**src/rtl/cordic_atanh_pkg.sv**
```systemverilog
// rtl/cordic_atanh_pkg.sv - shared constants, state type and helpers for the atanh CORDIC
package cordic_pkg;

  localparam int FRAC_BITS  = 14;
  localparam int ONE        = 16384;
  localparam int CLAMP_CODE = 102;

  typedef enum logic [1:0] {
    IDLE,
    ITER,
    FIN
  } state_e;

  // atanh(2^-k) in Q3.14, indexed by shift amount k
  localparam int ATANH_LUT [1:11] = '{9000, 4185, 2059, 1025, 512, 256, 128, 64, 32, 16, 8};

  // Angle for shift k; zero outside the table so an unused index is harmless
  function automatic logic [15:0] atanh_lut(input logic [3:0] k);
    atanh_lut = 16'd0;
    if (k >= 4'd1 && k <= 4'd11) begin
      atanh_lut = 16'(ATANH_LUT[k]);
    end
  endfunction

  // Hyperbolic schedule repeats k=4: cnt 0..3 -> 1..4, then cnt -> cnt
  function automatic logic [3:0] shift_of(input logic [3:0] cnt);
    shift_of = (cnt < 4'd4) ? cnt + 4'd1 : cnt;
  endfunction

endpackage

```
**src/rtl/cordic_atanh_if.sv**
```systemverilog
// rtl/cordic_atanh_if.sv - request/result bundle between a client and cordic_atanh
interface cordic_atanh_if;
  logic        start;
  logic [7:0]  tanh_in;
  logic        busy;
  logic        done;
  logic        sat;
  logic [15:0] atanh_out;

  modport master (
    output start, tanh_in,
    input  busy, done, sat, atanh_out
  );

  modport slave (
    input  start, tanh_in,
    output busy, done, sat, atanh_out
  );
endinterface

```
**src/rtl/cordic_atanh_hyp_stage.sv**
```systemverilog
// rtl/cordic_atanh_hyp_stage.sv - one combinational hyperbolic vectoring micro-rotation
module cordic_hyp_stage #(
  parameter int W = 18
) (
  input  logic signed [W-1:0] x_i,
  input  logic signed [W-1:0] y_i,
  input  logic signed [W-1:0] z_i,
  input  logic        [3:0]   k_i,
  input  logic signed [W-1:0] lut_i,
  output logic signed [W-1:0] x_o,
  output logic signed [W-1:0] y_o,
  output logic signed [W-1:0] z_o
);

  logic signed [W-1:0] x_sh;
  logic signed [W-1:0] y_sh;

  // Rotate toward y=0: d=+1 when y is negative, else d=-1; z collects the angle
  always_comb begin
    x_sh = x_i >>> k_i;
    y_sh = y_i >>> k_i;
    if (y_i[W-1]) begin
      x_o = x_i + y_sh;
      y_o = y_i + x_sh;
      z_o = z_i - lut_i;
    end else begin
      x_o = x_i - y_sh;
      y_o = y_i - x_sh;
      z_o = z_i + lut_i;
    end
  end

endmodule

```
**src/rtl/cordic_atanh.sv**
```systemverilog
// rtl/cordic_atanh.sv - iterative hyperbolic CORDIC returning atanh of a Q1.7 code in Q8.8
module cordic_atanh
  import cordic_pkg::*;
#(
  parameter int N_ITER = 8,
  parameter int W      = 18
) (
  input  logic            clk,
  input  logic            reset,
  cordic_atanh_if.slave   bus
);

  localparam logic [3:0] LAST_CNT = 4'(N_ITER - 1);

  state_e              state_q, state_d;
  logic [3:0]          cnt_q, cnt_d;
  logic signed [W-1:0] x_q, x_d, y_q, y_d, z_q, z_d;
  logic                sat_r_q, sat_r_d;
  logic                busy_q, busy_d, done_q, done_d, sat_q, sat_d;
  logic [15:0]         out_q, out_d;

  logic signed [7:0]   code;
  logic signed [7:0]   clamped;
  logic                clip;
  logic signed [W-1:0] code_ext;
  logic signed [W-1:0] rnd;
  logic signed [W-1:0] rnd_sh;
  logic [3:0]          k_w;
  logic signed [W-1:0] lut_w, xs, ys, zs;

  assign k_w   = shift_of(cnt_q);
  assign lut_w = W'(atanh_lut(k_w));

  cordic_hyp_stage #(.W(W)) u_stage (
    .x_i   (x_q),
    .y_i   (y_q),
    .z_i   (z_q),
    .k_i   (k_w),
    .lut_i (lut_w),
    .x_o   (xs),
    .y_o   (ys),
    .z_o   (zs)
  );

  // Clamp to +-CLAMP_CODE so the angle stays inside the convergence range
  always_comb begin
    code    = $signed(bus.tanh_in);
    clamped = code;
    clip    = 1'b0;
    if (code > 8'sd102) begin
      clamped = 8'(CLAMP_CODE);
      clip    = 1'b1;
    end else if (code < -8'sd102) begin
      clamped = -8'sd102;
      clip    = 1'b1;
    end
    code_ext = {{(W-8){clamped[7]}}, clamped};
    rnd      = z_q + W'(32);
    rnd_sh   = rnd >>> 6;
  end

  // Next-state and datapath control for IDLE -> ITER -> FIN -> IDLE
  always_comb begin
    state_d = state_q;
    cnt_d   = cnt_q;
    x_d     = x_q;
    y_d     = y_q;
    z_d     = z_q;
    sat_r_d = sat_r_q;
    busy_d  = busy_q;
    done_d  = 1'b0;
    sat_d   = sat_q;
    out_d   = out_q;
    case (state_q)
      IDLE: begin
        if (bus.start) begin
          x_d     = W'(ONE);
          y_d     = code_ext <<< 7;
          z_d     = '0;
          cnt_d   = 4'd0;
          sat_r_d = clip;
          busy_d  = 1'b1;
          state_d = ITER;
        end
      end
      ITER: begin
        x_d   = xs;
        y_d   = ys;
        z_d   = zs;
        cnt_d = cnt_q + 4'd1;
        if (cnt_q == LAST_CNT) begin
          state_d = FIN;
        end
      end
      FIN: begin
        out_d   = rnd_sh[15:0];
        sat_d   = sat_r_q;
        done_d  = 1'b1;
        busy_d  = 1'b0;
        state_d = IDLE;
      end
      default: state_d = IDLE;
    endcase
  end

  // State and output registers; reset discards any in-flight computation
  always_ff @(posedge clk) begin
    if (reset) begin
      state_q <= IDLE;
      cnt_q   <= '0;
      x_q     <= '0;
      y_q     <= '0;
      z_q     <= '0;
      sat_r_q <= 1'b0;
      busy_q  <= 1'b0;
      done_q  <= 1'b0;
      sat_q   <= 1'b0;
      out_q   <= '0;
    end else begin
      state_q <= state_d;
      cnt_q   <= cnt_d;
      x_q     <= x_d;
      y_q     <= y_d;
      z_q     <= z_d;
      sat_r_q <= sat_r_d;
      busy_q  <= busy_d;
      done_q  <= done_d;
      sat_q   <= sat_d;
      out_q   <= out_d;
    end
  end

  assign bus.busy      = busy_q;
  assign bus.done      = done_q;
  assign bus.sat       = sat_q;
  assign bus.atanh_out = out_q;

endmodule

```
**src/flat_wrapper.sv**
```systemverilog
// flat-port wrapper written by rule: the top's interface ports become plain ports
module cordic_atanh_flat import cordic_pkg::*;
#(
  parameter int N_ITER = 8,
  parameter int W      = 18
)
  (clk, reset, bus_start, bus_tanh_in, bus_busy, bus_done, bus_sat, bus_atanh_out);
  cordic_atanh_if bus_i ();
  input  logic clk;
  input  logic reset;
  input wire logic [$bits(bus_i.start)-1:0] bus_start;
  input wire logic [$bits(bus_i.tanh_in)-1:0] bus_tanh_in;
  output wire logic [$bits(bus_i.busy)-1:0] bus_busy;
  output wire logic [$bits(bus_i.done)-1:0] bus_done;
  output wire logic [$bits(bus_i.sat)-1:0] bus_sat;
  output wire logic [$bits(bus_i.atanh_out)-1:0] bus_atanh_out;
  assign bus_i.start = bus_start;
  assign bus_i.tanh_in = bus_tanh_in;
  assign bus_busy = bus_i.busy;
  assign bus_done = bus_i.done;
  assign bus_sat = bus_i.sat;
  assign bus_atanh_out = bus_i.atanh_out;
  cordic_atanh #(.N_ITER(N_ITER), .W(W)) u_core (.clk(clk), .reset(reset), .bus(bus_i));
endmodule
```
**config.mk**
```make
export PLATFORM = sky130hd
export DESIGN_NAME = cordic_atanh_flat
export DESIGN_NICKNAME = d
export VERILOG_FILES = /design/src/rtl/cordic_atanh_pkg.sv /design/src/rtl/cordic_atanh_if.sv /design/src/rtl/cordic_atanh_hyp_stage.sv /design/src/rtl/cordic_atanh.sv /design/src/flat_wrapper.sv
export SDC_FILE = /design/constraint.sdc
export NUM_CORES = 1
export LEC_CHECK = 0
export ABC_AREA = 1
export CORE_AREA = 2 2 131 133
export DETAILED_ROUTE_END_ITERATION = 7
export DIE_AREA = 0 0 133 135
export PLACE_DENSITY = 0.75
export SETUP_SLACK_MARGIN = 0.5
export SLEW_MARGIN = 20
export SYNTH_ARGS = -nofsm -noshare
export SYNTH_HDL_FRONTEND = slang
export SYNTH_SLANG_ARGS = --single-unit
```
**constraint.sdc**
```tcl
create_clock -name clk -period 6.1 [get_ports clk]
set_clock_uncertainty 0.2 [all_clocks]
set_input_delay 0.61 -clock clk [delete_from_list [all_inputs] [get_ports clk]]
set_output_delay 0.61 -clock clk [all_outputs]
set_load 0.005 [all_outputs]
```
Figure 1. Wiring heat map.
The die is cut into 27 by 27 equal tiles; black is low, pale yellow is high, scaled to the fullest tile. Values are wire area over tile area, all layers added.
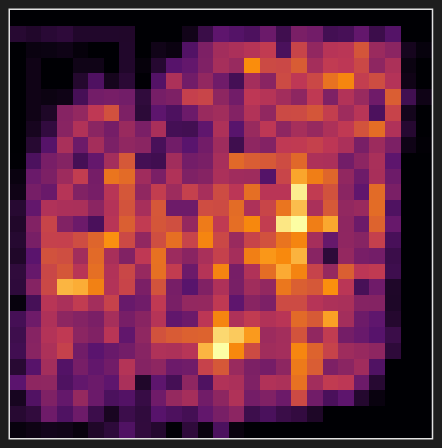
mean over tiles = 0.22
densest ninth of the die = centre
emptiest ninth of the die = north-west
nearly empty tiles = 15%
fullest tile = 0.66
tiles over half the peak = 23%
Wirelength per Cell: 14.7 µm
vias after detailed routing: 9153
final wirelength: 24200 µm

Figure 2. Cell classes on the final placement.
Scale bar: 50 µm. Fill, decap, tap and diode cells in grey.
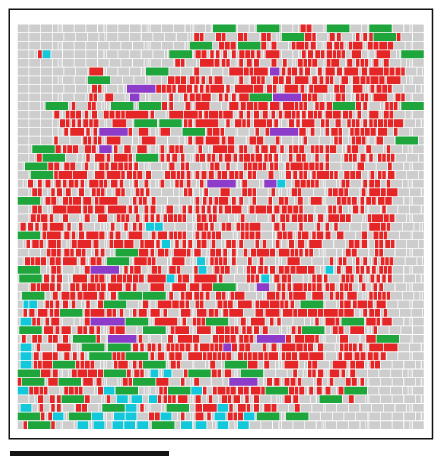
all other logic -> red  # cells 1291, share of their area 75%
clock drivers and dummy loads -> purple  # cells 16, share of their area 3.5%
other buffers and delay cells -> cyan  # cells 43, share of their area 4.4%
flip-flops -> green  # cells 76, share of their area 17%
design area: 9240 µm²
final core occ: 0.563
Core Area: 16400 µm²

Figure 3. Signal wires by layer.
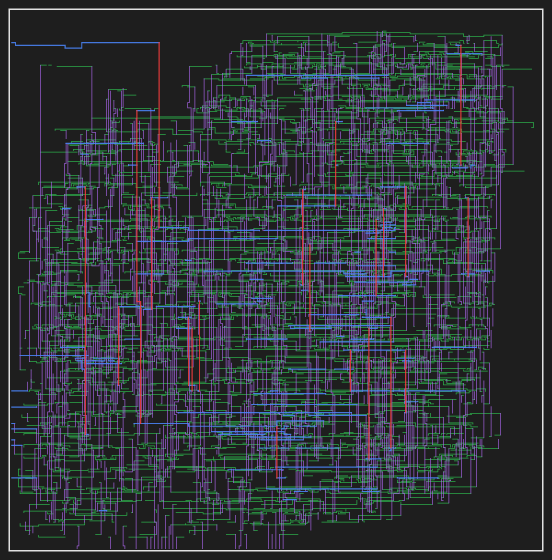
met2 -> purple  # wire length 11300 µm
met3 -> blue  # wire length 1170 µm
met4 -> red  # wire length 569 µm
met1 -> green  # wire length 11200 µm
GR Util All Layers: 0.278

Figure 4. Cell placement.
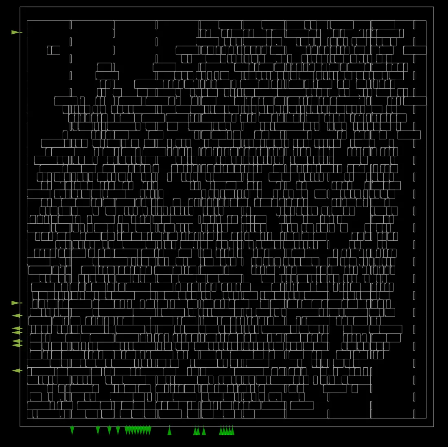
n_taps: 220
fin cells: 1646
Rows: 47
fillers: 1684
flop share of the area: 0.165

==> impl_metrics.tcl <==
# metrics dict for downstream scripts
set metrics [dict create \
    status "finished clean" \
    port_buffers 29 \
    period_used_share 0.830 \
    firstDrtPassIters 5 \
    ctsResizeCount 0 \
    grt_pass1_vias 8462 \
    path_common_cell "nand2_1" \
    power-top-group "combinational cells" \
    cp-start-kind "flip-flop" \
    dieWidth_um 133 \
    dr.max_layer_used "met4" \
    hpwl_um 18000 \
    nNonClkBuffers 43 \
    cts_setup_buffers 0 \
    synth.distinct_cells 52 \
    cpMaxStageDelayCell "o21ai_2" \
    max_slew_margin 0.325 \
    drc_errors 0 \
    bufAreaShareNonClock 0.0422 \
    nNonClkInverters 159 \
    edf_count 0 \
    clock_latency_ps 360 \
    cts_tree "built" \
    vias_per_cell 5.56 \
    register_area_um2 1520 \
    cpPeakStageDelay_ps 640 \
    ys_seq_share 0.178 \
    num-multi-input-gates 1132 \
    cts_hold_buf 0 \
    routabilityCongestion 0.949 \
    ff_type "dfxtp_1" \
    critPathCaptureType "flip-flop" \
    syn_to_final_growth_pct 7.94 \
    grt_use_met2 0.465 \
    lay_top_cells "395 x nand2_1, 147 x inv_1, 140 x a21oi_1" \
    vdd_drop_max_v 0.000141 \
    hold_viol_final 0 \
    power_density_nw_per_um2 347 \
    tightest_slew_ps 1010 \
    p_leak_nw 4.64 \
    route.met2.wl_um 11300 \
    p_clk_mw 0.601 \
    warnings 27 \
    p_total_mw 3.20 \
    powerComb_mw 1.96 \
    synthArstFlopShare 0 \
    setup_viol 0 \
    antenna_found_initial 0 \
    antennaDiodeCount 0 \
    drive_gt1_frac 0.0863 \
    flop-count 76 \
    fin_nets 1493 \
    chip_area_um2 18000 \
    fp_util 0.522 \
    ys_area_um2 8560 \
    combinationalPowerShare 0.613 \
    rsz0062_at_grt "yes" \
    crit_arrival_ps 5130 \
    final_common_cell "nand2_1" \
    place_area_um2 8920 \
    top_usage_layer "met2" \
    crit_buf_inv 4 \
    ys_warn_count 0 \
    largest_class "combinational gates" \
    p_int_mw 1.58 \
    io_pins 30 \
    root_buffer "clkbuf_16" \
    top_cells_by_area "dfxtp_1 18%, nand2_1 17%, ha_1 8.5%, a21oi_1 8.2%, nand3_1 7.8%" \
    netlist.area_leader.share 0.178 \
    ys.flops 76 \
    timing.hold.ws_ps 265 \
    criticalPathCategory "reg2reg" \
    htree_num_levels 3 \
    use_met3 0.0360 \
    met1_length_um 11200 \
    clk_pin_slew_ps 70 \
    worst_ep_required_time_ps 6160 \
]
==> flip-flops by register name (all words and copies together), names as in the netlist, 2 cells and up <==
| signal | count |
|---|---|
| u_core.x_q | 18 |
| u_core.y_q | 18 |
| u_core.z_q | 18 |
| u_core.bus.atanh_out | 12 |
| u_core.cnt_q | 4 |
| u_core.state_q | 2 |
==> path summary, 6_finish.rpt <==
check / end / cells past startpoint / from / slack (ps)
worst min-delay path: u_core.bus.sat / 2 / u_core.sat_r_q / 270
worst max register to register: u_core.x_q[14] / 27 / u_core.cnt_q[2] / 1040
worst max-delay path: u_core.x_q[14] / 27 / u_core.cnt_q[2] / 1040
worst min register to register: u_core.bus.sat / 2 / u_core.sat_r_q / 270
==> synthesized netlist by cell type (6+ instances only) <==
library cell / instances
nand2_1: 395
inv_1: 147
a21oi_1: 140
nand3_1: 134
nor2_1: 106
o21ai_0: 94
dfxtp_1: 76
ha_1: 58
nand2_2: 27
xor2_1: 25
clkbuf_1: 22
xnor2_1: 20
buf_2: 13
nand3_2: 13
nor3_1: 13
or2_2: 10
buf_4: 9
nand4_1: 9
o31ai_1: 9
nand2_4: 8
nor2_2: 7
a21o_1: 6
inv_2: 6
==> cells by family after synthesis <==
logic type,count (synthesis),share of synthesized area
adders and majority gates,61,0.0918
buffers and inverters,212,0.107
AOI/OAI and AO/OA,297,0.198
xor gates and xnor gates,45,0.0460
DFF,76,0.178
and+or+nand+nor,729,0.379
==> through the flow <==
| step | setup slack [ps] | utilization |
|---|---|---|
| finish | 1040 | 0.563 |
| global route | 464 | 0.563 |
| CTS | 977 | 0.563 |
| detailed placement | 1020 | 0.544 |
| global placement | 1110 | 0.544 |
| floorplan | 1860 | - |
No activity file was given, so power comes from the tool's default toggle rates.
